==> src/rtl/avs_uart_fifo_pkg.sv <==
// uart_pkg: shared constants, FSM state type and parity helper for avs_uart_fifo.
// Optional feature macro used by the UART: UART_PARITY_EN (even parity bit).
package uart_pkg;

    // Avalon-MM word addresses
    localparam logic [1:0] ADDR_RXDATA = 2'd0;
    localparam logic [1:0] ADDR_TXDATA = 2'd1;
    localparam logic [1:0] ADDR_STATUS = 2'd2;
    localparam logic [1:0] ADDR_CTRL   = 2'd3;

    // STATUS sticky bit positions
    localparam int STAT_TX_OVF = 0;
    localparam int STAT_RX_OVF = 1;
    localparam int STAT_FERR   = 2;
    localparam int STAT_PERR   = 3;

    // Smallest divisor the bit timers can honour (half-bit must be >= 2)
    localparam logic [15:0] DIV_MIN = 16'd4;

    typedef enum logic [2:0] {
        ST_IDLE   = 3'd0,
        ST_START  = 3'd1,
        ST_DATA   = 3'd2,
        ST_PARITY = 3'd3,
        ST_STOP   = 3'd4
    } uart_state_e;

    // Even parity bit: makes the total number of ones (data + parity) even
    function automatic logic even_parity(input logic [7:0] d);
        return ^d;
    endfunction

endpackage

==> src/rtl/avs_uart_fifo_if.sv <==
// Avalon-MM slave bus bundle for avs_uart_fifo.
interface avs_uart_fifo_if;
    logic [1:0]  avs_address;
    logic        avs_read;
    logic        avs_write;
    logic [31:0] avs_writedata;
    logic [31:0] avs_readdata;
    logic        avs_waitrequest;

    modport slave (
        input  avs_address,
        input  avs_read,
        input  avs_write,
        input  avs_writedata,
        output avs_readdata,
        output avs_waitrequest
    );

    modport master (
        output avs_address,
        output avs_read,
        output avs_write,
        output avs_writedata,
        input  avs_readdata,
        input  avs_waitrequest
    );
endinterface

==> src/rtl/avs_uart_fifo_sync_fifo.sv <==
// uart_sync_fifo: show-ahead synchronous FIFO. Simultaneous push and pop both
// take effect (even when full); a pop on empty is ignored; a push that finds
// no room is dropped and flagged on o_drop for that cycle.
module uart_sync_fifo #(
    parameter  int WIDTH = 8,
    parameter  int DEPTH = 16,
    localparam int AW    = $clog2(DEPTH),
    localparam int CW    = $clog2(DEPTH) + 1
) (
    input  logic             clk,
    input  logic             reset_n,
    input  logic             i_push,
    input  logic [WIDTH-1:0] i_wdata,
    input  logic             i_pop,
    output logic [WIDTH-1:0] o_rdata,
    output logic [CW-1:0]    o_count,
    output logic             o_empty,
    output logic             o_drop
);

    logic [WIDTH-1:0] r_mem [DEPTH];
    logic [AW-1:0]    r_wr_ptr;
    logic [AW-1:0]    r_rd_ptr;
    logic [CW-1:0]    r_count;
    logic             w_full;
    logic             w_pop_ok;
    logic             w_push_ok;

    assign w_full    = (r_count == CW'(DEPTH));
    assign o_empty   = (r_count == {CW{1'b0}});
    assign w_pop_ok  = i_pop & ~o_empty;
    assign w_push_ok = i_push & (~w_full | w_pop_ok);
    assign o_drop    = i_push & ~w_push_ok;
    assign o_rdata   = r_mem[r_rd_ptr];
    assign o_count   = r_count;

    // Storage array: written on accepted push, no reset needed
    always_ff @(posedge clk) begin
        if (w_push_ok) begin
            r_mem[r_wr_ptr] <= i_wdata;
        end
    end

    // Pointers wrap naturally at DEPTH (power of two); count tracks occupancy
    always_ff @(posedge clk or negedge reset_n) begin
        if (!reset_n) begin
            r_wr_ptr <= {AW{1'b0}};
            r_rd_ptr <= {AW{1'b0}};
            r_count  <= {CW{1'b0}};
        end else begin
            if (w_push_ok) begin
                r_wr_ptr <= r_wr_ptr + {{(AW-1){1'b0}}, 1'b1};
            end
            if (w_pop_ok) begin
                r_rd_ptr <= r_rd_ptr + {{(AW-1){1'b0}}, 1'b1};
            end
            case ({w_push_ok, w_pop_ok})
                2'b10:   r_count <= r_count + {{(CW-1){1'b0}}, 1'b1};
                2'b01:   r_count <= r_count - {{(CW-1){1'b0}}, 1'b1};
                default: r_count <= r_count;
            endcase
        end
    end

endmodule

==> src/rtl/avs_uart_fifo.sv <==
// avs_uart_fifo: Avalon-MM UART with RX/TX FIFOs, programmable divisor and
// level interrupt. Define UART_PARITY_EN to add an even parity bit per frame.
module avs_uart_fifo
    import uart_pkg::*;
#(
    parameter int DIV_RESET  = 434,
    parameter int FIFO_DEPTH = 16,
    parameter int DATA_BITS  = 8
) (
    input  logic           clk,
    input  logic           reset_n,
    avs_uart_fifo_if.slave avs,
    output logic           irq,
    input  logic           uart_rxd,
    output logic           uart_txd
);

`ifdef UART_PARITY_EN
    localparam logic PARITY_EN = 1'b1;
`else
    localparam logic PARITY_EN = 1'b0;
`endif

    localparam int CW = $clog2(FIFO_DEPTH) + 1;
    localparam logic [2:0] LAST_BIT = 3'(DATA_BITS - 1);

    // Control / status registers
    logic [15:0] r_div;
    logic        r_rx_ie;
    logic        r_tx_empty_ie;
    logic        r_tx_ovf;
    logic        r_rx_ovf;
    logic        r_ferr;
    logic        r_perr;
    logic [DATA_BITS-1:0] r_rx_hold;
    logic [15:0] w_div_eff;

    // Bus decode
    logic w_rx_pop;
    logic w_tx_push;
    logic w_stat_wr;
    logic w_ctrl_wr;
    logic w_unused_wdata;

    // FIFO connections
    logic [DATA_BITS-1:0] w_rx_rdata;
    logic [DATA_BITS-1:0] w_tx_rdata;
    logic [CW-1:0]        w_rx_count;
    logic [CW-1:0]        w_tx_count;
    logic                 w_rx_empty;
    logic                 w_tx_empty;
    logic                 w_rx_drop;
    logic                 w_tx_drop;
    logic [7:0]           w_rx_byte;
    logic [7:0]           w_tx_load;

    // Receiver
    logic        r_rxd_meta;
    logic        r_rxd_sync;
    logic        r_rxd_prev;
    uart_state_e r_rx_state, w_rx_state_nxt;
    logic [15:0] r_rx_cnt, w_rx_cnt_nxt;
    logic [2:0]  r_rx_bit, w_rx_bit_nxt;
    logic [7:0]  r_rx_shift, w_rx_shift_nxt;
    logic        r_rx_par, w_rx_par_nxt;
    logic [15:0] r_rx_div, w_rx_div_nxt;
    logic [15:0] w_rx_half;
    logic        w_rx_push;
    logic        w_ferr_set;
    logic        w_perr_set;

    // Transmitter
    uart_state_e r_tx_state, w_tx_state_nxt;
    logic [15:0] r_tx_cnt, w_tx_cnt_nxt;
    logic [2:0]  r_tx_bit, w_tx_bit_nxt;
    logic [7:0]  r_tx_shift, w_tx_shift_nxt;
    logic [15:0] r_tx_div, w_tx_div_nxt;
    logic        r_txd, w_txd_nxt;
    logic        w_tx_pop;

    assign avs.avs_waitrequest = 1'b0;
    assign w_unused_wdata = ^avs.avs_writedata[31:18];

    assign w_rx_pop  = avs.avs_read  & (avs.avs_address == ADDR_RXDATA) & ~w_rx_empty;
    assign w_tx_push = avs.avs_write & (avs.avs_address == ADDR_TXDATA);
    assign w_stat_wr = avs.avs_write & (avs.avs_address == ADDR_STATUS);
    assign w_ctrl_wr = avs.avs_write & (avs.avs_address == ADDR_CTRL);

    assign w_div_eff = (r_div < DIV_MIN) ? DIV_MIN : r_div;
    assign w_rx_half = {1'b0, r_rx_div[15:1]};

    uart_sync_fifo #(.WIDTH(DATA_BITS), .DEPTH(FIFO_DEPTH)) u_rx_fifo (
        .clk     (clk),
        .reset_n (reset_n),
        .i_push  (w_rx_push),
        .i_wdata (r_rx_shift[DATA_BITS-1:0]),
        .i_pop   (w_rx_pop),
        .o_rdata (w_rx_rdata),
        .o_count (w_rx_count),
        .o_empty (w_rx_empty),
        .o_drop  (w_rx_drop)
    );

    uart_sync_fifo #(.WIDTH(DATA_BITS), .DEPTH(FIFO_DEPTH)) u_tx_fifo (
        .clk     (clk),
        .reset_n (reset_n),
        .i_push  (w_tx_push),
        .i_wdata (avs.avs_writedata[DATA_BITS-1:0]),
        .i_pop   (w_tx_pop),
        .o_rdata (w_tx_rdata),
        .o_count (w_tx_count),
        .o_empty (w_tx_empty),
        .o_drop  (w_tx_drop)
    );

    // Zero-extend FIFO data; an empty RX FIFO shows the last popped byte
    always_comb begin
        w_rx_byte = 8'd0;
        w_tx_load = 8'd0;
        if (w_rx_empty) begin
            w_rx_byte[DATA_BITS-1:0] = r_rx_hold;
        end else begin
            w_rx_byte[DATA_BITS-1:0] = w_rx_rdata;
        end
        w_tx_load[DATA_BITS-1:0] = w_tx_rdata;
    end

    // Combinational register read mux
    always_comb begin
        avs.avs_readdata = 32'd0;
        case (avs.avs_address)
            ADDR_RXDATA: avs.avs_readdata = {23'd0, ~w_rx_empty, w_rx_byte};
            ADDR_STATUS: avs.avs_readdata = {8'(w_rx_count), 8'(w_tx_count), 12'd0,
                                             r_perr, r_ferr, r_rx_ovf, r_tx_ovf};
            ADDR_CTRL:   avs.avs_readdata = {14'd0, r_tx_empty_ie, r_rx_ie, r_div};
            default:     avs.avs_readdata = 32'd0;
        endcase
    end

    // CTRL register, hold copy of the last popped RX byte
    always_ff @(posedge clk or negedge reset_n) begin
        if (!reset_n) begin
            r_div         <= 16'(DIV_RESET);
            r_rx_ie       <= 1'b0;
            r_tx_empty_ie <= 1'b0;
            r_rx_hold     <= {DATA_BITS{1'b0}};
        end else begin
            if (w_ctrl_wr) begin
                r_div         <= avs.avs_writedata[15:0];
                r_rx_ie       <= avs.avs_writedata[16];
                r_tx_empty_ie <= avs.avs_writedata[17];
            end
            if (w_rx_pop) begin
                r_rx_hold <= w_rx_rdata;
            end
        end
    end

    // Sticky error flags: a new event wins over a same-cycle write-1-to-clear
    always_ff @(posedge clk or negedge reset_n) begin
        if (!reset_n) begin
            r_tx_ovf <= 1'b0;
            r_rx_ovf <= 1'b0;
            r_ferr   <= 1'b0;
            r_perr   <= 1'b0;
        end else begin
            if (w_tx_drop)                                        r_tx_ovf <= 1'b1;
            else if (w_stat_wr && avs.avs_writedata[STAT_TX_OVF]) r_tx_ovf <= 1'b0;
            if (w_rx_drop)                                        r_rx_ovf <= 1'b1;
            else if (w_stat_wr && avs.avs_writedata[STAT_RX_OVF]) r_rx_ovf <= 1'b0;
            if (w_ferr_set)                                       r_ferr <= 1'b1;
            else if (w_stat_wr && avs.avs_writedata[STAT_FERR])   r_ferr <= 1'b0;
            if (w_perr_set)                                       r_perr <= 1'b1;
            else if (w_stat_wr && avs.avs_writedata[STAT_PERR])   r_perr <= 1'b0;
        end
    end

    // Two-flop synchroniser plus previous-sample register for edge detection
    always_ff @(posedge clk or negedge reset_n) begin
        if (!reset_n) begin
            r_rxd_meta <= 1'b1;
            r_rxd_sync <= 1'b1;
            r_rxd_prev <= 1'b1;
        end else begin
            r_rxd_meta <= uart_rxd;
            r_rxd_sync <= r_rxd_meta;
            r_rxd_prev <= r_rxd_sync;
        end
    end

    // RX state register
    always_ff @(posedge clk or negedge reset_n) begin
        if (!reset_n) begin
            r_rx_state <= ST_IDLE;
            r_rx_cnt   <= 16'd0;
            r_rx_bit   <= 3'd0;
            r_rx_shift <= 8'd0;
            r_rx_par   <= 1'b0;
            r_rx_div   <= DIV_MIN;
        end else begin
            r_rx_state <= w_rx_state_nxt;
            r_rx_cnt   <= w_rx_cnt_nxt;
            r_rx_bit   <= w_rx_bit_nxt;
            r_rx_shift <= w_rx_shift_nxt;
            r_rx_par   <= w_rx_par_nxt;
            r_rx_div   <= w_rx_div_nxt;
        end
    end

    // RX next-state: mid-bit sampling, start-glitch rejection, stop/parity checks
    always_comb begin
        w_rx_state_nxt = r_rx_state;
        w_rx_cnt_nxt   = r_rx_cnt + 16'd1;
        w_rx_bit_nxt   = r_rx_bit;
        w_rx_shift_nxt = r_rx_shift;
        w_rx_par_nxt   = r_rx_par;
        w_rx_div_nxt   = r_rx_div;
        w_rx_push      = 1'b0;
        w_ferr_set     = 1'b0;
        w_perr_set     = 1'b0;
        case (r_rx_state)
            ST_IDLE: begin
                w_rx_cnt_nxt = 16'd0;
                if (r_rxd_prev && !r_rxd_sync) begin
                    w_rx_state_nxt = ST_START;
                    w_rx_div_nxt   = w_div_eff;
                end else begin
                    w_rx_state_nxt = ST_IDLE;
                end
            end
            ST_START: begin
                if (r_rx_cnt == w_rx_half - 16'd1) begin
                    w_rx_cnt_nxt = 16'd0;
                    if (r_rxd_sync) begin
                        w_rx_state_nxt = ST_IDLE;
                    end else begin
                        w_rx_state_nxt = ST_DATA;
                        w_rx_bit_nxt   = 3'd0;
                        w_rx_shift_nxt = 8'd0;
                    end
                end else begin
                    w_rx_state_nxt = ST_START;
                end
            end
            ST_DATA: begin
                if (r_rx_cnt == r_rx_div - 16'd1) begin
                    w_rx_cnt_nxt = 16'd0;
                    w_rx_shift_nxt[r_rx_bit] = r_rxd_sync;
                    if (r_rx_bit == LAST_BIT) begin
                        w_rx_state_nxt = PARITY_EN ? ST_PARITY : ST_STOP;
                    end else begin
                        w_rx_bit_nxt = r_rx_bit + 3'd1;
                    end
                end else begin
                    w_rx_state_nxt = ST_DATA;
                end
            end
            ST_PARITY: begin
                if (r_rx_cnt == r_rx_div - 16'd1) begin
                    w_rx_cnt_nxt   = 16'd0;
                    w_rx_par_nxt   = r_rxd_sync;
                    w_rx_state_nxt = ST_STOP;
                end else begin
                    w_rx_state_nxt = ST_PARITY;
                end
            end
            ST_STOP: begin
                if (r_rx_cnt == r_rx_div - 16'd1) begin
                    w_rx_cnt_nxt   = 16'd0;
                    w_rx_state_nxt = ST_IDLE;
                    if (!r_rxd_sync) begin
                        w_ferr_set = 1'b1;
                    end else if (PARITY_EN && (r_rx_par != even_parity(r_rx_shift))) begin
                        w_perr_set = 1'b1;
                    end else begin
                        w_rx_push = 1'b1;
                    end
                end else begin
                    w_rx_state_nxt = ST_STOP;
                end
            end
            default: begin
                w_rx_state_nxt = ST_IDLE;
                w_rx_cnt_nxt   = 16'd0;
            end
        endcase
    end

    // TX state register; line output is registered and forced high by reset
    always_ff @(posedge clk or negedge reset_n) begin
        if (!reset_n) begin
            r_tx_state <= ST_IDLE;
            r_tx_cnt   <= 16'd0;
            r_tx_bit   <= 3'd0;
            r_tx_shift <= 8'd0;
            r_tx_div   <= DIV_MIN;
            r_txd      <= 1'b1;
        end else begin
            r_tx_state <= w_tx_state_nxt;
            r_tx_cnt   <= w_tx_cnt_nxt;
            r_tx_bit   <= w_tx_bit_nxt;
            r_tx_shift <= w_tx_shift_nxt;
            r_tx_div   <= w_tx_div_nxt;
            r_txd      <= w_txd_nxt;
        end
    end

    // TX next-state: each bit lasts r_tx_div cycles; STOP chains straight into next START
    always_comb begin
        w_tx_state_nxt = r_tx_state;
        w_tx_cnt_nxt   = r_tx_cnt + 16'd1;
        w_tx_bit_nxt   = r_tx_bit;
        w_tx_shift_nxt = r_tx_shift;
        w_tx_div_nxt   = r_tx_div;
        w_txd_nxt      = r_txd;
        w_tx_pop       = 1'b0;
        case (r_tx_state)
            ST_IDLE: begin
                w_tx_cnt_nxt = 16'd0;
                if (!w_tx_empty) begin
                    w_tx_pop       = 1'b1;
                    w_tx_state_nxt = ST_START;
                    w_tx_shift_nxt = w_tx_load;
                    w_tx_div_nxt   = w_div_eff;
                    w_txd_nxt      = 1'b0;
                end else begin
                    w_tx_state_nxt = ST_IDLE;
                    w_txd_nxt      = 1'b1;
                end
            end
            ST_START: begin
                if (r_tx_cnt == r_tx_div - 16'd1) begin
                    w_tx_cnt_nxt   = 16'd0;
                    w_tx_state_nxt = ST_DATA;
                    w_tx_bit_nxt   = 3'd0;
                    w_txd_nxt      = r_tx_shift[0];
                end else begin
                    w_tx_state_nxt = ST_START;
                end
            end
            ST_DATA: begin
                if (r_tx_cnt == r_tx_div - 16'd1) begin
                    w_tx_cnt_nxt = 16'd0;
                    if (r_tx_bit == LAST_BIT) begin
                        if (PARITY_EN) begin
                            w_tx_state_nxt = ST_PARITY;
                            w_txd_nxt      = even_parity(r_tx_shift);
                        end else begin
                            w_tx_state_nxt = ST_STOP;
                            w_txd_nxt      = 1'b1;
                        end
                    end else begin
                        w_tx_bit_nxt = r_tx_bit + 3'd1;
                        w_txd_nxt    = r_tx_shift[r_tx_bit + 3'd1];
                    end
                end else begin
                    w_tx_state_nxt = ST_DATA;
                end
            end
            ST_PARITY: begin
                if (r_tx_cnt == r_tx_div - 16'd1) begin
                    w_tx_cnt_nxt   = 16'd0;
                    w_tx_state_nxt = ST_STOP;
                    w_txd_nxt      = 1'b1;
                end else begin
                    w_tx_state_nxt = ST_PARITY;
                end
            end
            ST_STOP: begin
                if (r_tx_cnt == r_tx_div - 16'd1) begin
                    w_tx_cnt_nxt = 16'd0;
                    if (!w_tx_empty) begin
                        w_tx_pop       = 1'b1;
                        w_tx_state_nxt = ST_START;
                        w_tx_shift_nxt = w_tx_load;
                        w_tx_div_nxt   = w_div_eff;
                        w_txd_nxt      = 1'b0;
                    end else begin
                        w_tx_state_nxt = ST_IDLE;
                        w_txd_nxt      = 1'b1;
                    end
                end else begin
                    w_tx_state_nxt = ST_STOP;
                end
            end
            default: begin
                w_tx_state_nxt = ST_IDLE;
                w_tx_cnt_nxt   = 16'd0;
                w_txd_nxt      = 1'b1;
            end
        endcase
    end

    assign uart_txd = r_txd;
    assign irq = (r_rx_ie & (w_rx_count != {CW{1'b0}})) |
                 (r_tx_empty_ie & (w_tx_count == {CW{1'b0}}) & (r_tx_state == ST_IDLE));

endmodule

==> src/flat_wrapper.sv <==
// flat-port wrapper written by rule: the top's interface ports become plain ports
module avs_uart_fifo_flat import uart_pkg::*;
#(
    parameter int DIV_RESET  = 434,
    parameter int FIFO_DEPTH = 16,
    parameter int DATA_BITS  = 8
)
  (clk, reset_n, irq, uart_rxd, uart_txd, avs_avs_address, avs_avs_read, avs_avs_write, avs_avs_writedata, avs_avs_readdata, avs_avs_waitrequest);
  avs_uart_fifo_if avs_i ();
  input  logic clk;
  input  logic reset_n;
  output logic irq;
  input  logic uart_rxd;
  output logic uart_txd;
  input wire logic [$bits(avs_i.avs_address)-1:0] avs_avs_address;
  input wire logic [$bits(avs_i.avs_read)-1:0] avs_avs_read;
  input wire logic [$bits(avs_i.avs_write)-1:0] avs_avs_write;
  input wire logic [$bits(avs_i.avs_writedata)-1:0] avs_avs_writedata;
  output wire logic [$bits(avs_i.avs_readdata)-1:0] avs_avs_readdata;
  output wire logic [$bits(avs_i.avs_waitrequest)-1:0] avs_avs_waitrequest;
  assign avs_i.avs_address = avs_avs_address;
  assign avs_i.avs_read = avs_avs_read;
  assign avs_i.avs_write = avs_avs_write;
  assign avs_i.avs_writedata = avs_avs_writedata;
  assign avs_avs_readdata = avs_i.avs_readdata;
  assign avs_avs_waitrequest = avs_i.avs_waitrequest;
  avs_uart_fifo #(.DIV_RESET(DIV_RESET), .FIFO_DEPTH(FIFO_DEPTH), .DATA_BITS(DATA_BITS)) u_core (.clk(clk), .reset_n(reset_n), .avs(avs_i), .irq(irq), .uart_rxd(uart_rxd), .uart_txd(uart_txd));
endmodule
==> config.mk <==
export PLATFORM = sky130hd
export DESIGN_NAME = avs_uart_fifo_flat
export DESIGN_NICKNAME = d
export VERILOG_FILES = /design/src/rtl/avs_uart_fifo_pkg.sv /design/src/rtl/avs_uart_fifo_if.sv /design/src/rtl/avs_uart_fifo_sync_fifo.sv /design/src/rtl/avs_uart_fifo.sv /design/src/flat_wrapper.sv
export SDC_FILE = /design/constraint.sdc
export NUM_CORES = 1
export LEC_CHECK = 0
export ABC_AREA = 1
export CAP_MARGIN = 15
export CORE_ASPECT_RATIO = 1.1
export CORE_UTILIZATION = 40
export CTS_BUF_LIST = sky130_fd_sc_hd__clkbuf_4 sky130_fd_sc_hd__clkbuf_8
export CTS_CLUSTER_DIAMETER = 200
export CTS_CLUSTER_SIZE = 8
export DETAILED_ROUTE_END_ITERATION = 10
export DONT_BUFFER_PORTS = 1
export PLACE_DENSITY = 0.6
export SLEW_MARGIN = 25
export SYNTH_ARGS = -nofsm -noshare
export SYNTH_HDL_FRONTEND = slang
export SYNTH_HIERARCHICAL = 1
export SYNTH_SLANG_ARGS = --single-unit
==> constraint.sdc <==
create_clock -name clk -period 3.38 [get_ports clk]
set_input_delay 0.338 -clock clk [delete_from_list [all_inputs] [get_ports clk]]
set_output_delay 0.338 -clock clk [all_outputs]
set_load 0.01 [all_outputs]
Figure 1. Routed metal per tile (run 1).
Drawn at 1.5 px/micron. 22 x 24 tiles, from dark purple (low) to yellow (high), scaled to the fullest tile. Values are wire area over tile area, all layers added.
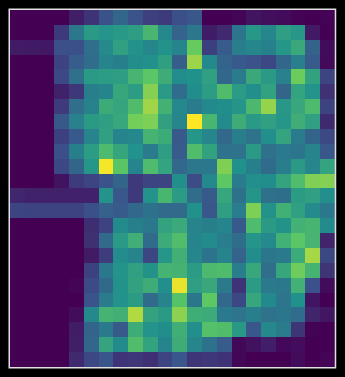
nearly empty tiles: 19%
fullest tile: 0.44
emptiest ninth of the die: bottom left
average routed wire per standard cell: 16.9 microns
total detailed-routing wirelength: 50200 microns
number of vias in the routed layout: 15100
total track usage: 19.6%

Figure 2. Zoomed window (run 1).
Region (83, 142) to (133, 192) microns. Cells in gray, sequential cells in the stronger gray; small squares are vias.
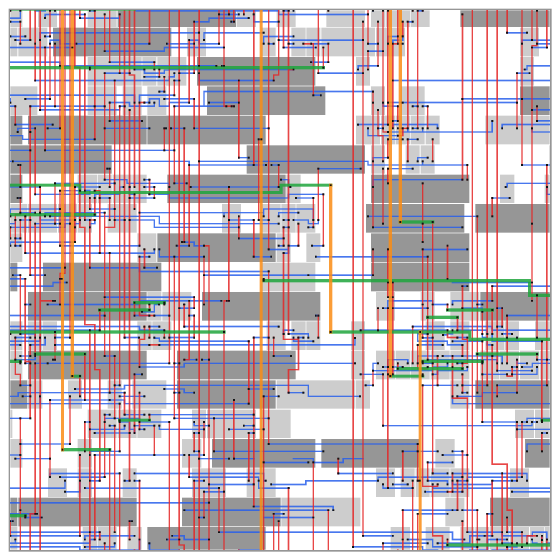
legend:
  met4:
    color: orange
  met2:
    color: red
  met1:
    color: blue
  met3:
    color: green
cells with their middle in the window: 160
most frequent: o21ai_0 (27), nand2_1 (26)
sequential cells in the window: 30
netlist names of flops here include: u_core/u_rx_fifo/r_mem (17), u_core/r_rx_hold (5), u_core/u_rx_fifo/r_rd_ptr (3)

==> notes.md, run 1 <==
Implementation results.

The number of max-capacitance violations reported is 0. Summing all flip-flop and latch instances after layout gives 0.0115 sq mm. Broken down by cell family, the worst path's largest delay share belongs to AND-OR/OR-AND gates. The overall chip area is 0.0515 sq mm. The count of endpoints failing setup in the final report is 0. The dominant synthesized flop cell is sky130_fd_sc_hd__edfxtp_1. The top fanout value on the critical path is 60.

The count of input and output buffers is 0. In this run, the synthesized area fraction spent on adder and majority cells is recorded as 1.74%. The net switching power of the design is 0.00478 W. The worst hold slack is -0.627 ns. Per the synth log, the flip-flop and latch total comes to 407. Clock tree synthesis found a total of 407 sinks. The final timing report lists clock skew as 0.0287 ns. The global route total overflow is 0. The capturing element type of the critical path is an output pin. Grouping non-sequential cells by family puts the most area in simple AND/OR/NAND/NOR gates. The proportion of cell area spent on the clock network is 5.14%. RePlAce ended its routability-driven mode at a weighted congestion of 0.880.

Static timing analysis puts the maximum clock frequency at 316 MHz. The clock insertion delay at the later pin of the skew report is 0.67 ns. The fraction of layout instances using a drive strength above 1 is 12.6%. The fraction of synthesized area in multiplexers is 0.0556%. The run finished, with violations left. Buffers inserted during clock tree synthesis total 56. The fraction of met2 tracks used by global routing is 32.3%.

The area share of xor/xnor cells in the synthesized design is 3.55%. The post-placement cell area is 0.0211 sq mm. The finished layout holds 2967 standard cells, fillers aside. The yosys stat cell total is 2190. The final tally of hold violations is 151. The total stage count of the critical path is 11. The cell kind with the greatest summed area is sequential cells. The cell-mix breakdown from Yosys lists the simple-gate area share as 22.6%.

The clock network accounts for 28.5% of the total power. The registers reported with the highest flop counts are u_core/u_rx_fifo/r_mem x128, u_core/u_tx_fifo/r_mem x128. The most critical setup path has its startpoint at u_core/u_rx_fifo/r_rd_ptr[0]$_DFFE_PN0N_. The kind of launch point of the worst setup path is a flip-flop. The number of vias per cell after detailed routing is 5.08. The clock tree from TritonCTS is done. The data arrival time of the worst path is 2.83 ns. Per the synthesis report, the AND-OR/OR-AND share of the synthesized area is 8.64%.

In the Yosys report, the sequential cells make up 56.7% of the chip area. The worst-margin pin slew is 0.849 ns. The largest part of the power goes to registers. After detailed routing, the met2 layer carries 23900 microns of wire. Logged for this run, the post-placement worst setup slack is 0.0472 ns. The global-route wire length before repair is 79000 microns. After technology mapping, the gate count stands at 2190. In this run switching power makes up 34.5% of total power. Looking at the global route congestion table, the highest-usage layer is met2. The via count of the first global-routing pass is 14500.

The cell taking the most area after synthesis is sky130_fd_sc_hd__edfxtp_1. Summing over the stages, the warning tally comes to 50. The clock H-tree reported by CTS has 2 levels. In this run the critical register-to-register path is captured at u_core/u_tx_fifo/o_count[4]$_DFFE_PN0P_.

STA shows the worst reg2reg path with a cell count of 25. The initial antenna violation count is 0. The CTS clock-pin slew for the worst setup and hold paths is 0.07 ns.

The total standard cell area after synthesis is 0.0202 sq mm. 74 I/O pins were placed. In this run the core area contains 86 standard-cell rows. The met3 capacity usage during global routing is 3.70%. According to the Yosys statistics, the synthesized design has a chip area of 0.0202 sq mm. Entering global routing, the biggest net connects 152 pins. The final reports fail on hold timing. In the final layout, non-clock buffers account for 3.31% of the cell area.
Figure 3. Placed standard cells (run 1).
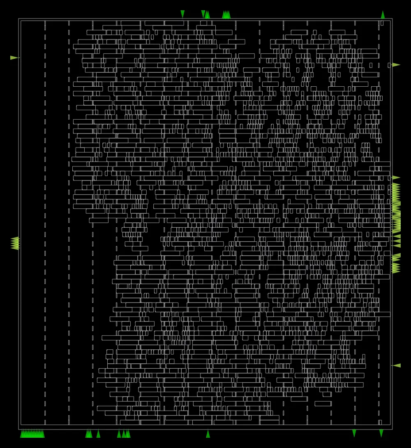
final core utilization: 45.3%
area of the core region: 0.0500 sq mm
number of well-tap cells placed: 660
fill cell count: 4764
flip-flop and latch count: 407

==> run 1 -> run 2 <==
--- a/config.mk
+++ b/config.mk
@@ -14,7 +14,7 @@
 export CTS_CLUSTER_SIZE = 8
 export DETAILED_ROUTE_END_ITERATION = 10
 export DONT_BUFFER_PORTS = 1
-export PLACE_DENSITY = 0.6
+export PLACE_DENSITY = 0.54
 export SLEW_MARGIN = 25
 export SYNTH_ARGS = -nofsm -noshare
 export SYNTH_HDL_FRONTEND = slang
Figure 4. PDN straps and rails (run 2).
Drawn at 2 px/micron. Pins as bars on the die edge.
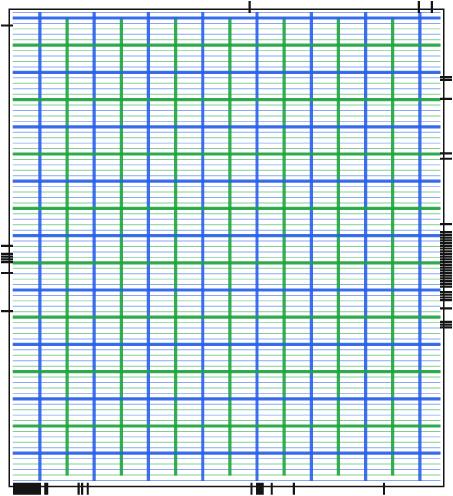
legend:
  VSS:
    color: blue
  VDD:
    color: green
rows: 86
met4 straps: 15
met5 straps: 17
die x size: 216 microns
height of the die: 238 microns

==> run 2 against run 1 <==
The run still ends with hold timing left. Design area is 0.34% higher. Combinational power increased by 3%. Clock-buffer cell count is 3 lower. Flip-flop count is the same. Via count increased by 0.79%. Sequential power is essentially flat. Worst hold slack improved by 0.0083 ns. Power increased by 0.37%. Critical path type unchanged. Highest routed layer unchanged.
==> notes.md, run 2 <==
Implementation results.

Among the non-sequential cells, simple AND/OR/NAND/NOR gates take the most area. The number of vias per cell after detailed routing is 5.10. The run finished, with violations left. The clock insertion delay at the later pin of the skew report is 0.69 ns.

Entering global routing, the biggest net connects 152 pins. Per the detail_route report, the via count comes to 15200. The overall global routing resource usage is 20.3%. Endpoints with negative setup slack in the final report add up to 0. The final report lists a non-filler cell total of 2979. Per the synth stats, the flop cell with the highest instance count is sky130_fd_sc_hd__edfxtp_1.

The most crowded layer after global routing is met2. For reference, compound AND-OR and OR-AND cells occupy 8.64% of the area reported after synthesis. The worst-margin pin slew is 0.832 ns. The area share of xor/xnor cells in the synthesized design is 3.55%.

For the worst flop-to-flop path, the logic depth is 22. The final reports fail on hold timing. The proportion of cell area spent on the clock network is 5.06%. The detail-routed net length per standard cell is 17.4 microns. In this run the core area contains 86 standard-cell rows. The synthesized netlist handed to floorplanning was reported with a cell count of 2190. Tracing the worst setup path back leads to its startpoint at u_core/u_rx_fifo/r_rd_ptr[1]$_DFFE_PN0N_. The amount of wire on met2 after detailed routing is 24300 microns. Of the synthesized area, sequential elements account for 56.7%. According to the tapcell log, the count of inserted taps is 660. Summed over all nets, the switching power comes to 0.00485 W. The routed wire length is 51900 microns. The filler cell count is 4778. The capturing element type of the critical path is an output pin. The number of ports placed on the die boundary is 74. The met3 capacity usage during global routing is 4.09%. The via count of the first global-routing pass is 14700.

The final tally of hold violations is 151. The CTS clock-pin slew for the worst setup and hold paths is 0.07 ns. Per the final report, the share of cell area in non-clock buffers is 3.83%. The register cell area after layout is 0.0115 sq mm. Post-synthesis, Yosys gives the total cell area as 0.0202 sq mm. The synth_stat.txt file lists the number of cells as 2190.

The synthesis run shows multiplexers occupying 0.0556% of the cell area. As logged by OpenROAD, the buffers inserted on ports number 0. The final report gives the core utilization as 45.4%. The maximum clock frequency is 308 MHz. The placer congestion estimate is 0.866.

The area inside the core boundary is 0.0500 sq mm. Hold timing on the final database bottoms out at a slack of -0.619 ns.
==> run 2 -> run 3 <==
--- a/config.mk
+++ b/config.mk
@@ -8,14 +8,14 @@
 export ABC_AREA = 1
 export CAP_MARGIN = 15
 export CORE_ASPECT_RATIO = 1.1
-export CORE_UTILIZATION = 40
+export CORE_UTILIZATION = 25
 export CTS_BUF_LIST = sky130_fd_sc_hd__clkbuf_4 sky130_fd_sc_hd__clkbuf_8
 export CTS_CLUSTER_DIAMETER = 200
 export CTS_CLUSTER_SIZE = 8
 export DETAILED_ROUTE_END_ITERATION = 10
 export DONT_BUFFER_PORTS = 1
-export PLACE_DENSITY = 0.54
-export SLEW_MARGIN = 25
+export PLACE_DENSITY = 0.38
+export SLEW_MARGIN = 20
 export SYNTH_ARGS = -nofsm -noshare
 export SYNTH_HDL_FRONTEND = slang
 export SYNTH_HIERARCHICAL = 1
==> constraint.sdc (replaced) <==
create_clock -name clk -period 3.38 [get_ports clk]
set_input_delay 0.338 -clock clk [delete_from_list [all_inputs] [get_ports clk]]
set_output_delay 0.338 -clock clk [all_outputs]
set_load 0.1 [all_outputs]
Figure 5. Placed standard cells (run 3).
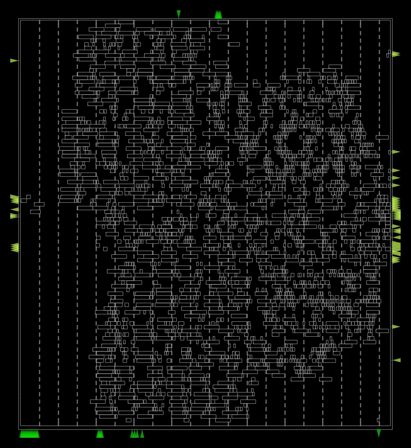
fill cell count: 8473
number of well-tap cells placed: 1054
Final Non-Filler Cells: 3416

==> run 3 against run 2 <==
The flow still finishes with violations (hold timing). Critical path type unchanged. Register-to-register slack improved by 0.04 ns. Global-route usage decreased by 6.1 points. Flip-flop count did not move. First-iteration DRC count fell by 22%. Utilization decreased by 16 points. Largest power group unchanged. Combinational power grew 27%. Critical path depth grew 2. Die size increased by 59%. Maximum frequency up 0.30%. Power rose by 8.3%. Clock-buffer cell count is 3 higher.
==> notes.md, run 3 <==
Implementation results.

The total buffers and inverters traversed by the critical path is 4. The analysis attributes to net switching a power of 0.00561 W. The overall global routing resource usage is 14.1%. In this design, the largest share of critical-path delay is due to AND-OR/OR-AND gates.

The global router reports that the layer with the highest usage is met2. The internal power is 0.00944 W. The fraction of layout instances using a drive strength above 1 is 16.3%. The detailed-route via count is 15200. According to the floorplan report, the total die area is 0.0821 sq mm.

The number of H-tree levels is 2. The final reports fail on hold timing. The area inside the core boundary is 0.0802 sq mm. In the final run the clock tree shows a worst skew of 0.0355 ns.

The synthesis stat section lists a flop and latch total of 407. The placement row count is 109. The pin count of the biggest net entering global routing is 152.

The final tally of hold violations is 151. Grouping non-sequential cells by family puts the most area in simple AND/OR/NAND/NOR gates. The number of buffers created by CTS is 56. The pre-CTS setup slack is -0.0848 ns. The capturing element type of the critical path is an output pin. In the final design, more cell area goes to sequential cells than to any other class. The amount of wire on met2 after detailed routing is 26700 microns. As logged by OpenROAD, the buffers inserted on ports number 0. Static timing analysis puts the maximum clock frequency at 309 MHz.

The clock tree buffer count of the final layout is 103. Synthesis handed over a netlist of 2190 instances. The total standard cell area after synthesis is 0.0202 sq mm.

The area taken by sequential standard cells is reported as 0.0115 sq mm. The run finished, with violations left. The depth of the worst register-to-register path is 21. STA puts the critical path data required time at 3.04 ns. The adder and majority gate portion of the synthesized area is 1.74%. The first global-routing pass estimated 89500 microns of wire. The height of the die is 300 microns. The warning total across the stage logs is 51. The antenna diode count is 1. The cell taking the most area after synthesis is sky130_fd_sc_hd__edfxtp_1. Per the synthesis report, the XOR/XNOR share of the synthesized area is 3.55%. The number of vias per cell after detailed routing is 4.45.

Leaving out fill and tap cells, the most frequent cell in the layout is sky130_fd_sc_hd__nand2_1. The total stage count of the critical path is 11. Per the detail_route report, routed wire per instance is 17.2 microns.

The count of endpoints failing setup in the final report is 0. The most critical hold endpoint after final layout shows a slack of -0.630 ns. The initial antenna violation count is 2.

The number of cells reported by Yosys stat comes to 2190. The number of sequential storage elements is 407. Post-synthesis, Yosys gives the total cell area as 0.0202 sq mm. The power report attributes to the sequential group a share of 40.6%.

The die is 273 microns wide. The largest registers in the layout are u_core/u_rx_fifo/r_mem x128, u_core/u_tx_fifo/r_mem x128. The global route total overflow is 0.

The buffer share of cell area is 5.63%. The part of the Yosys area used for sequential elements is 56.7%. The OpenROAD report gives the critical path a data arrival time of 2.90 ns. The number of max-capacitance violations reported is 0.

The AND-OR/OR-AND share of the synthesized area is 8.64%. The power share of the clock group is 26.9%. The worst-margin pin slew is 0.870 ns. The post-placement cell area is 0.0221 sq mm. The kind of launch point of the worst setup path is a flip-flop. The routed wire length is 58600 microns. The top fanout value on the critical path is 23. The via count of the first global-routing pass is 14800. The fraction of met2 tracks used by global routing is 22.2%. The launch point of the worst reg-to-reg path is u_core/r_tx_div[0]$_DFFE_PN0P_. In this run the count of I/O pins placed on the die edge is 74.

The utilization after layout is 29.8%. The dominant synthesized flop cell is sky130_fd_sc_hd__edfxtp_1. The final report gives the standard cell area, fillers excluded, as 0.0239 sq mm. The switching fraction of total power is 37.3%.

The fraction of synthesized area in multiplexers is 0.0556%. TritonCTS built the clock tree. Looking at the reg2reg group, the worst path ends at u_core/u_tx_fifo/r_mem[14][2]$_DFFE_PP_. In this run the post-CTS setup repair buffer count came out at 1. On the worst setup and hold paths after CTS, the clock-pin slew comes to 0.08 ns. At the later pin of the worst-skew pair, clock insertion delay measures 0.68 ns.
Power is estimated from default activity; no workload was simulated.
